## src/rtl/sccb_slave.sv

```systemverilog
// sccb_slave: SCCB responder (camera side of the OV7670 config link).
// Oversamples sclk/sdat_in on clk, decodes start/stop, matches DEV_ID,
// acknowledges bytes, emits register-write strobes and serves reads.
// Optional feature: define SCCB_SLAVE_AUTOINC_EN for multi-byte bursts
// with sub-address auto-increment on both writes and reads.
module sccb_slave #(
    parameter logic [6:0] DEV_ID      = 7'h21,
    parameter int         SYNC_STAGES = 2
) (
    input  logic       clk,
    input  logic       rst,
    input  logic       sclk,
    input  logic       sdat_in,
    output logic       sdat_on,
    output logic       sdat_out,
    output logic       wr_en,
    output logic [7:0] wr_addr,
    output logic [7:0] wr_data,
    output logic [7:0] rd_addr,
    input  logic [7:0] rd_data,
    output logic       busy,
    output logic       id_err
);

`ifdef SCCB_SLAVE_AUTOINC_EN
    localparam bit AUTOINC = 1'b1;
`else
    localparam bit AUTOINC = 1'b0;
`endif

    typedef enum logic [3:0] {
        IDLE, ID, ACK_ID, ADDR, ACK_ADDR, DATA, ACK_DATA, RD_BIT, RD_NA, WAIT_STOP
    } state_t;

    state_t                 state;
    logic [SYNC_STAGES-1:0] sclk_sync;
    logic [SYNC_STAGES-1:0] sdat_sync;
    logic                   sclk_prev;
    logic                   sdat_prev;
    logic                   s_sclk;
    logic                   s_sdat;
    logic                   sclk_rise;
    logic                   sclk_fall;
    logic                   start_det;
    logic                   stop_det;
    logic [2:0]             bit_cnt;
    logic [6:0]             shreg;
    logic [7:0]             byte_next;
    logic [6:0]             rd_shift;
    logic [7:0]             sub_addr;
    logic                   rw;
    logic                   nack;

    // Synchronizers and one-cycle-delayed copies for edge detection; idle bus is high
    always_ff @(posedge clk or posedge rst) begin
        if (rst) begin
            sclk_sync <= '1;
            sdat_sync <= '1;
            sclk_prev <= 1'b1;
            sdat_prev <= 1'b1;
        end else begin
            sclk_sync <= {sclk_sync[SYNC_STAGES-2:0], sclk};
            sdat_sync <= {sdat_sync[SYNC_STAGES-2:0], sdat_in};
            sclk_prev <= s_sclk;
            sdat_prev <= s_sdat;
        end
    end

    assign s_sclk    = sclk_sync[SYNC_STAGES-1];
    assign s_sdat    = sdat_sync[SYNC_STAGES-1];
    assign sclk_rise = s_sclk & ~sclk_prev;
    assign sclk_fall = ~s_sclk & sclk_prev;
    assign start_det = sclk_prev & s_sclk & sdat_prev & ~s_sdat;
    assign stop_det  = sclk_prev & s_sclk & ~sdat_prev & s_sdat;
    assign byte_next = {shreg, s_sdat};
    assign rd_addr   = sub_addr;
    assign busy      = (state != IDLE);

    // Protocol FSM: bits sampled on sclk rise, line drive changed only on sclk fall
    always_ff @(posedge clk or posedge rst) begin
        if (rst) begin
            state    <= IDLE;
            sdat_on  <= 1'b0;
            sdat_out <= 1'b0;
            wr_en    <= 1'b0;
            wr_addr  <= '0;
            wr_data  <= '0;
            id_err   <= 1'b0;
            bit_cnt  <= '0;
            shreg    <= '0;
            rd_shift <= '0;
            sub_addr <= '0;
            rw       <= 1'b0;
            nack     <= 1'b1;
        end else begin
            wr_en  <= 1'b0;
            id_err <= 1'b0;
            if (start_det) begin
                state    <= ID;
                bit_cnt  <= '0;
                sdat_on  <= 1'b0;
                sdat_out <= 1'b0;
            end else if (stop_det) begin
                state    <= IDLE;
                sdat_on  <= 1'b0;
                sdat_out <= 1'b0;
            end else if (sclk_rise) begin
                case (state)
                    ID, ADDR, DATA: begin
                        shreg   <= byte_next[6:0];
                        bit_cnt <= bit_cnt + 3'd1;
                        if (bit_cnt == 3'd7) begin
                            case (state)
                                ID: begin
                                    if (byte_next[7:1] != DEV_ID) begin
                                        id_err <= 1'b1;
                                        state  <= WAIT_STOP;
                                    end else begin
                                        rw    <= byte_next[0];
                                        state <= ACK_ID;
                                    end
                                end
                                ADDR: begin
                                    sub_addr <= byte_next;
                                    state    <= ACK_ADDR;
                                end
                                default: begin
                                    wr_addr <= sub_addr;
                                    wr_data <= byte_next;
                                    wr_en   <= 1'b1;
                                    if (AUTOINC) sub_addr <= sub_addr + 8'd1;
                                    state   <= ACK_DATA;
                                end
                            endcase
                        end
                    end
                    RD_NA:   nack <= s_sdat;
                    default: ;
                endcase
            end else if (sclk_fall) begin
                case (state)
                    ACK_ID, ACK_ADDR, ACK_DATA: begin
                        // first fall after bit 8 starts the ACK, the next one ends it
                        if (!sdat_on) begin
                            sdat_on  <= 1'b1;
                            sdat_out <= 1'b0;
                        end else begin
                            bit_cnt  <= '0;
                            sdat_on  <= 1'b0;
                            sdat_out <= 1'b0;
                            case (state)
                                ACK_ID: begin
                                    if (rw) begin
                                        sdat_on  <= 1'b1;
                                        sdat_out <= rd_data[7];
                                        rd_shift <= rd_data[6:0];
                                        bit_cnt  <= 3'd1;
                                        state    <= RD_BIT;
                                    end else begin
                                        state <= ADDR;
                                    end
                                end
                                ACK_ADDR: state <= DATA;
                                default:  state <= AUTOINC ? DATA : WAIT_STOP;
                            endcase
                        end
                    end
                    RD_BIT: begin
                        // bit_cnt wraps to 0 once all 8 bits have been put on the line
                        if (bit_cnt == 3'd0) begin
                            sdat_on  <= 1'b0;
                            sdat_out <= 1'b0;
                            nack     <= 1'b1;
                            if (AUTOINC) sub_addr <= sub_addr + 8'd1;
                            state    <= RD_NA;
                        end else begin
                            sdat_out <= rd_shift[6];
                            rd_shift <= {rd_shift[5:0], 1'b0};
                            bit_cnt  <= bit_cnt + 3'd1;
                        end
                    end
                    RD_NA: begin
                        if (AUTOINC && !nack) begin
                            sdat_on  <= 1'b1;
                            sdat_out <= rd_data[7];
                            rd_shift <= rd_data[6:0];
                            bit_cnt  <= 3'd1;
                            state    <= RD_BIT;
                        end else begin
                            state <= WAIT_STOP;
                        end
                    end
                    default: ;
                endcase
            end
        end
    end

endmodule

```

## config.mk

```make
export PLATFORM = sky130hd
export DESIGN_NAME = sccb_slave
export DESIGN_NICKNAME = d
export VERILOG_FILES = /design/src/rtl/sccb_slave.sv
export SDC_FILE = /design/constraint.sdc
export NUM_CORES = 1
export LEC_CHECK = 0
export CORE_UTILIZATION = 45
export CTS_CLUSTER_DIAMETER = 60
export DETAILED_ROUTE_END_ITERATION = 8
export GPL_ROUTABILITY_DRIVEN = 1
export PLACE_DENSITY_LB_ADDON = 0.15
export SLEW_MARGIN = 15
export SYNTH_ARGS = -nofsm -noshare
export SYNTH_HDL_FRONTEND = slang
export SYNTH_SLANG_ARGS = --single-unit
```

## constraint.sdc

```tcl
create_clock -name clk -period 4 [get_ports clk]
set_input_delay 0.8 -clock clk [delete_from_list [all_inputs] [get_ports clk]]
set_output_delay 0.8 -clock clk [all_outputs]
set_load 0.005 [all_outputs]
```

==> changes_impl.md <==
### Changed

- Total wire length: 4789 µm
- N_diodes: 0
- Mapped Area: 2623 µm²
- Largest logic family: multiplexers
- Main synth FF type: dfrtp_1
- Mapped Nets: 229
- Post-Layout Cell Count: 325
- Post-synth area hogs: dfrtp_1 (48%), mux2_2 (18%), dfstp_2 (6.0%), ha_1 (2.9%), a21oi_1 (1.9%)
- DR WL/cell: 14.74 µm
- Comb gates: 140
- Largest class: flip-flops and latches
- Final hold violation count: 0
- Synth top cells by count: dfrtp_1 (50), mux2_2 (43), nand2_1 (13)
- Latency at later pin: 0.31 ns
- Mux area share: 21.33%
- CTS H-Tree Depth: 2
- Non-clk buf share: 12.91%
- Vias in the first global route: 1597
- Gr usage total: 17.05%
- Busiest grt layer: met1
- CP top delay family: simple AND/OR/NAND/NOR gates
- CP Depth: 5
- Overall die width: 78.34 µm
- Max-slew violation count: 0
- Max clock buf depth: 2
- WHS Endpoint: sdat_sync[1]
- Register share after synthesis: 53.72%
- Yosys xor share: 0.6679%
- Hold-fix buffers, CTS: 0
- IO buf count: 40
- Area leader share: 47.71%
- Met3 global-route usage: 3.488%
- Clk. pwr: 0.000308 W
- Origin of the critical flop-to-flop path: state[2]
- Max VDD drop: 279.3 µV
- Share of layout cells above drive strength 1: 25.69%
- Crit path kind: flop to flop
- Register-to-Register Path Depth: 5
- Fmax: 387.4 MHz
- Worst slew pin tran: 0.8906 ns
- Most frequent cell after synthesis: dfrtp_1
- Nets: 270
- NetSw: 0.0004101 W
- TritonCTS clock tree: yes
- First-pass GRT wire length: 8079 µm
- Status: completed
- Seq pwr: 0.000733 W
- FF-to-FF End: rd_shift[5]
- Finish-stage setup viols: 0
- Slew HR: 40.56%
- Sequential power share: 56.6%
- Total negative slack: 0 ns
- Non-CTS buffers: 41
- PnR Total Power: 0.001296 W
- CTS clk-pin slew, worst paths: 0.10 ns
- M1 WL: 2480 µm
- Worst hold path depth: 0
- Most numerous logic cell after layout: dfrtp_1
- Leakage power: 1.440 nW
- Placed insts: 317
- DRC errors left: 0
- Cells in synth_stat.txt: 211
- Worst stage delay on the critical path: 0.59 ns
- Hpwl dp: 3324 µm
- Metal2 WL: 2098 µm
- Num CTS Buffers: 5
- Logic cell area: 1137 µm²
- Max Used Layer: met4
- Worst Path Buf+Inv: 0
- Fin crit period: 2.581 ns
- Top Layout Cells: dfrtp_1 (50), mux2_2 (43), clkdlybuf4s50_1 (40)
- Cell Pwr Density: 410.0 nW/µm²
- Pint: 0.0008857 W
- Clock tree cell share of total cell area: 2.732%
- FF+latch count, synth: 56
- RSZ-0062 raised after global routing: false
- Share of flip-flops with an asynchronous set or reset: 100.0%
- Comb/total area: 35.99%
- Part of the power in combinational logic: 19.6%
- Netlist cell types: 41
- Slowest CP cell: dfrtp_1
- Met2 usage: 24.39%
- Worst setup path end: rd_shift[5]
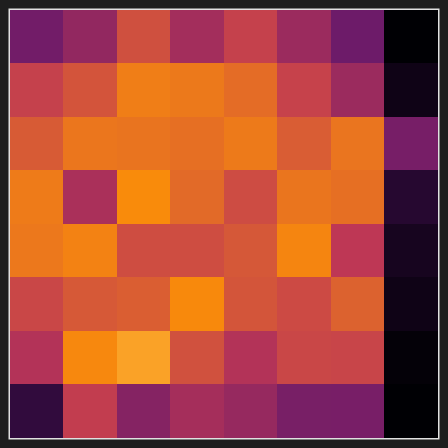
(images/density.png)
8 x 8 tiles, from black (low) to pale yellow (high), 0 to 100% covered.
tiles over 75% full	1.6%
nearly empty tiles	4.7%
mean over tiles	50%
fullest tile	80%
core area: 5574 µm²
final core utilization: 56.70%
FP Util: 47.05%

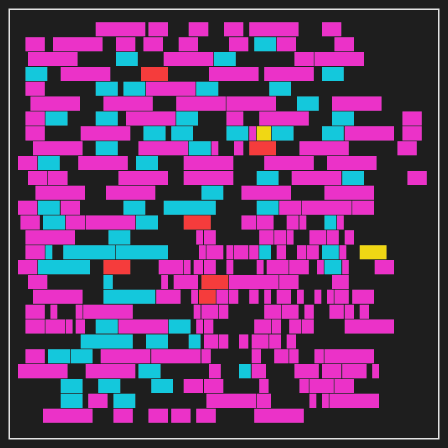
(images/drive_strength.png)
color	size	cells	share
yellow	drive 3 to 4	2	0.79%
cyan	drive 2	57	23%
red	drive 6 and up	6	2.4%
magenta	drive 1 or less	188	74%
final worst setup slack: 1.419 ns
design area: 3161 µm²

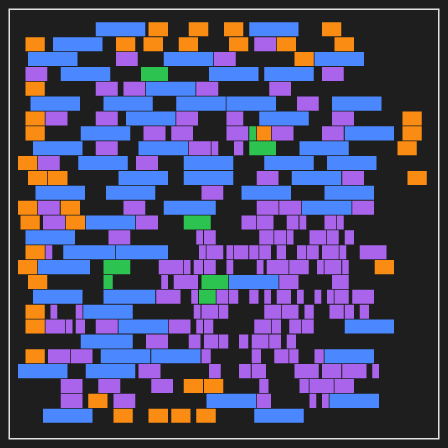
(images/cell_classes.png)
color	class	cells
purple	all other logic	148
blue	flip-flops	56
orange	other buffers and delay cells	41
green	clock drivers and dummy loads	8
flop share of the area: 44.58%
Std-Cell Rows: 27

Power and IR drop assume default switching activity.
